File: src/rtl/prog_sequencer.sv
// Run-control sequencer: launches NUM_PROGS programs in series, holds fetch for
// HOLD_CYC cycles per program, times each run and applies a watchdog limit.
module prog_sequencer #(
   parameter int                          PC_W        = 10,
   parameter int                          NUM_PROGS   = 3,
   parameter logic [NUM_PROGS*PC_W-1:0]   START_ADDRS = {10'd512, 10'd256, 10'd0},
   parameter int                          HOLD_CYC    = 2,
   parameter int                          TIMEOUT     = 4096
) (
   input  logic            Clk,
   input  logic            Reset,
   input  logic            Go,
   input  logic            Done,
   output logic            Load,
   output logic [PC_W-1:0] TargetAddr,
   output logic            Start,
   output logic [1:0]      ProgIdx,
   output logic [15:0]     CycleCount,
   output logic            CountValid,
   output logic            TimedOut,
   output logic            AllDone
);

   typedef enum logic [2:0] {IDLE, LOAD, HOLD, RUN, REPORT, FINISH} state_t;

   localparam logic [15:0] HOLD_LAST = 16'(HOLD_CYC - 1);
   localparam logic [15:0] RUN_LAST  = 16'(TIMEOUT - 1);
   localparam logic [15:0] RUN_LIMIT = 16'(TIMEOUT);
   localparam logic [1:0]  LAST_IDX  = 2'(NUM_PROGS - 1);

   state_t      state, state_nxt;
   logic [1:0]  idx_nxt;
   logic [15:0] hold_cnt;
   logic [15:0] run_cnt;

   function automatic logic [PC_W-1:0] start_addr(input logic [1:0] idx);
      return START_ADDRS[int'(idx)*PC_W +: PC_W];
   endfunction

   always_comb begin
      state_nxt = state;
      idx_nxt   = ProgIdx;
      case (state)
         IDLE, FINISH: begin
            if (Go) begin
               state_nxt = LOAD;
               idx_nxt   = 2'd0;
            end
         end
         LOAD:    state_nxt = HOLD;
         HOLD:    if (hold_cnt == HOLD_LAST) state_nxt = RUN;
         RUN:     if (Done || run_cnt == RUN_LAST) state_nxt = REPORT;
         REPORT: begin
            if (ProgIdx == LAST_IDX) begin
               state_nxt = FINISH;
            end else begin
               state_nxt = LOAD;
               idx_nxt   = ProgIdx + 2'd1;
            end
         end
         default: state_nxt = IDLE;
      endcase
   end

   always_ff @(posedge Clk) begin
      if (!Reset) begin
         state      <= IDLE;
         ProgIdx    <= 2'd0;
         TargetAddr <= '0;
         CycleCount <= 16'd0;
         TimedOut   <= 1'b0;
         hold_cnt   <= 16'd0;
         run_cnt    <= 16'd0;
      end else begin
         state   <= state_nxt;
         ProgIdx <= idx_nxt;
         if (state_nxt == LOAD)
            TargetAddr <= start_addr(idx_nxt);
         if ((state == IDLE || state == FINISH) && Go)
            TimedOut <= 1'b0;
         if (state == LOAD)
            hold_cnt <= 16'd0;
         else if (state == HOLD)
            hold_cnt <= hold_cnt + 16'd1;
         if (state == HOLD)
            run_cnt <= 16'd0;
         else if (state == RUN && !Done)
            run_cnt <= run_cnt + 16'd1;
         // Done takes priority over the watchdog when both land on the same cycle
         if (state == RUN) begin
            if (Done) begin
               CycleCount <= run_cnt;
            end else if (run_cnt == RUN_LAST) begin
               CycleCount <= RUN_LIMIT;
               TimedOut   <= 1'b1;
            end
         end
      end
   end

   assign Load       = (state == LOAD);
   assign Start      = (state == IDLE) || (state == HOLD);
   assign CountValid = (state == REPORT);
   assign AllDone    = (state == FINISH);

endmodule

File: config.mk
export PLATFORM = sky130hd
export DESIGN_NAME = prog_sequencer
export DESIGN_NICKNAME = d
export VERILOG_FILES = /design/src/rtl/prog_sequencer.sv
export SDC_FILE = /design/constraint.sdc
export NUM_CORES = 1
export LEC_CHECK = 0
export CORE_MARGIN = 2
export CORE_UTILIZATION = 59
export CTS_CLUSTER_DIAMETER = 150
export CTS_CLUSTER_SIZE = 28
export DETAILED_ROUTE_END_ITERATION = 10
export MAX_ROUTING_LAYER = met4
export PLACE_DENSITY = 0.84
export SLEW_MARGIN = 20
export SYNTH_ARGS = -nofsm -noshare
export SYNTH_HDL_FRONTEND = slang
export SYNTH_SLANG_ARGS = --single-unit
File: constraint.sdc
create_clock -name Clk -period 2.9 [get_ports Clk]
set_clock_uncertainty 0.1 [all_clocks]
set_input_delay 0.29 -clock Clk [delete_from_list [all_inputs] [get_ports Clk]]
set_output_delay 0.29 -clock Clk [all_outputs]
set_load 0.02 [all_outputs]
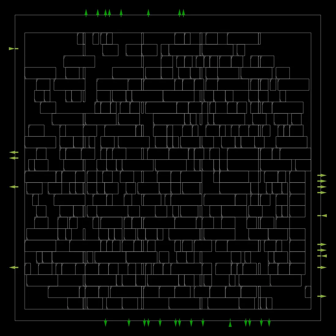
(images/placed.png)
Tap Cells: 52
Non-Filler Instances: 387
area of the core: 4410 sq um
Flop Count: 56

==> ci_impl_report.md <==
### Metrics collected by this job

| Metric | Value |
|---|---|
| Sequential fraction of design power | `0.595` |
| RR Endpoint | `run_cnt[14]$_SDFFE_PP0P_` |
| M1 WL | `2480 um` |
| Chip area line of the yosys report | `2750 sq um` |
| Dpl hpwl | `3710 um` |
| Critical path endpoint category | `primary output` |
| I/O Pins | `37` |
| Comb power | `103 uW` |
| Cell type with the largest total area | `dfxtp_1` |
| Comb gates | `230` |
| Cells on worst reg2reg path | `4` |
| Combinational share of power | `0.078` |
| Fillers | `350` |
| Cell-internal power | `1.00 mW` |
| Status | `finished clean` |
| Overflow after GRT | `0` |
| Logic share of the area | `0.474` |
| Max-cap viol count | `0` |
| Yosys cell count | `316` |
| Routing usage on met3 | `0.0431` |
| Initial DRC count | `approximately 120` |
| Count of final hold-check violations | `0` |
| Peak VDD IR | `0.299 mV` |
| Final-layout clock-cell area share | `0.0292` |
| Init Core Util | `0.622` |
| Top cells by area | `dfxtp_1 (41%), xor2_1 (5.4%), nand2_1 (4.1%), a311oi_1 (3.8%), a31oi_1 (3.4%)` |
| Mux area share | `0.00365` |
| Worst-path fanout max | `11` |
| Worst hold path depth | `2` |
| Switching part of the total | `0.240` |
| RR Startpoint | `state[0]$_SDFF_PN0_` |
| Sequential power | `787 uW` |
| Clock power share | `0.327` |
| Fin crit share | `0.861` |
| Max clock buf depth | `2` |
| Syn avg cell area | `8.69 sq um` |
| Pre-CTS WS | `0.586 ns` |
| Min-delay src | `TargetAddr[9]$_SDFFE_PN0N_` |
| Max frequency | `0.400 GHz` |
| Max_slew headroom | `0.562` |
| # DRC | `0` |
| Top non-seq family | `simple AND/OR/NAND/NOR gates` |
| Slowest CP cell | `clkdlybuf4s50_1` |
| Yosys warns | `0` |
| Met1 usage | `0.290` |
| Die Wd | `72.2 um` |
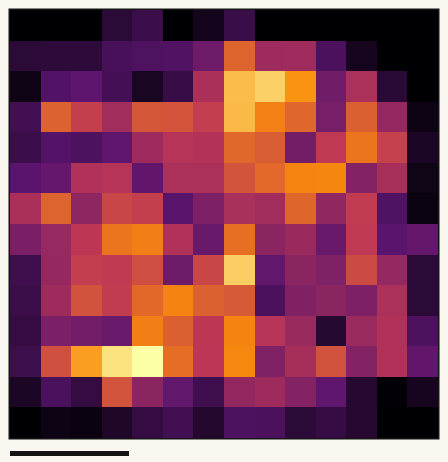
(images/route_heat.png)
Scale bar: 20 um. The die is cut into 14 by 14 equal tiles; black is low, pale yellow is high, scaled to the fullest tile. Values are wire area over tile area, all layers added.
- densest ninth of the die: centre
- nearly empty tiles: 8.7%
- mean over tiles: 0.16
- fullest tile: 0.45
- tiles over half the peak: 28%
via count: 2307
Avg WL per Cell: 13.8 um
GRT Total Usage: 0.227
Post-Route WL: 5330 um

Power is estimated from default activity; no workload was simulated.
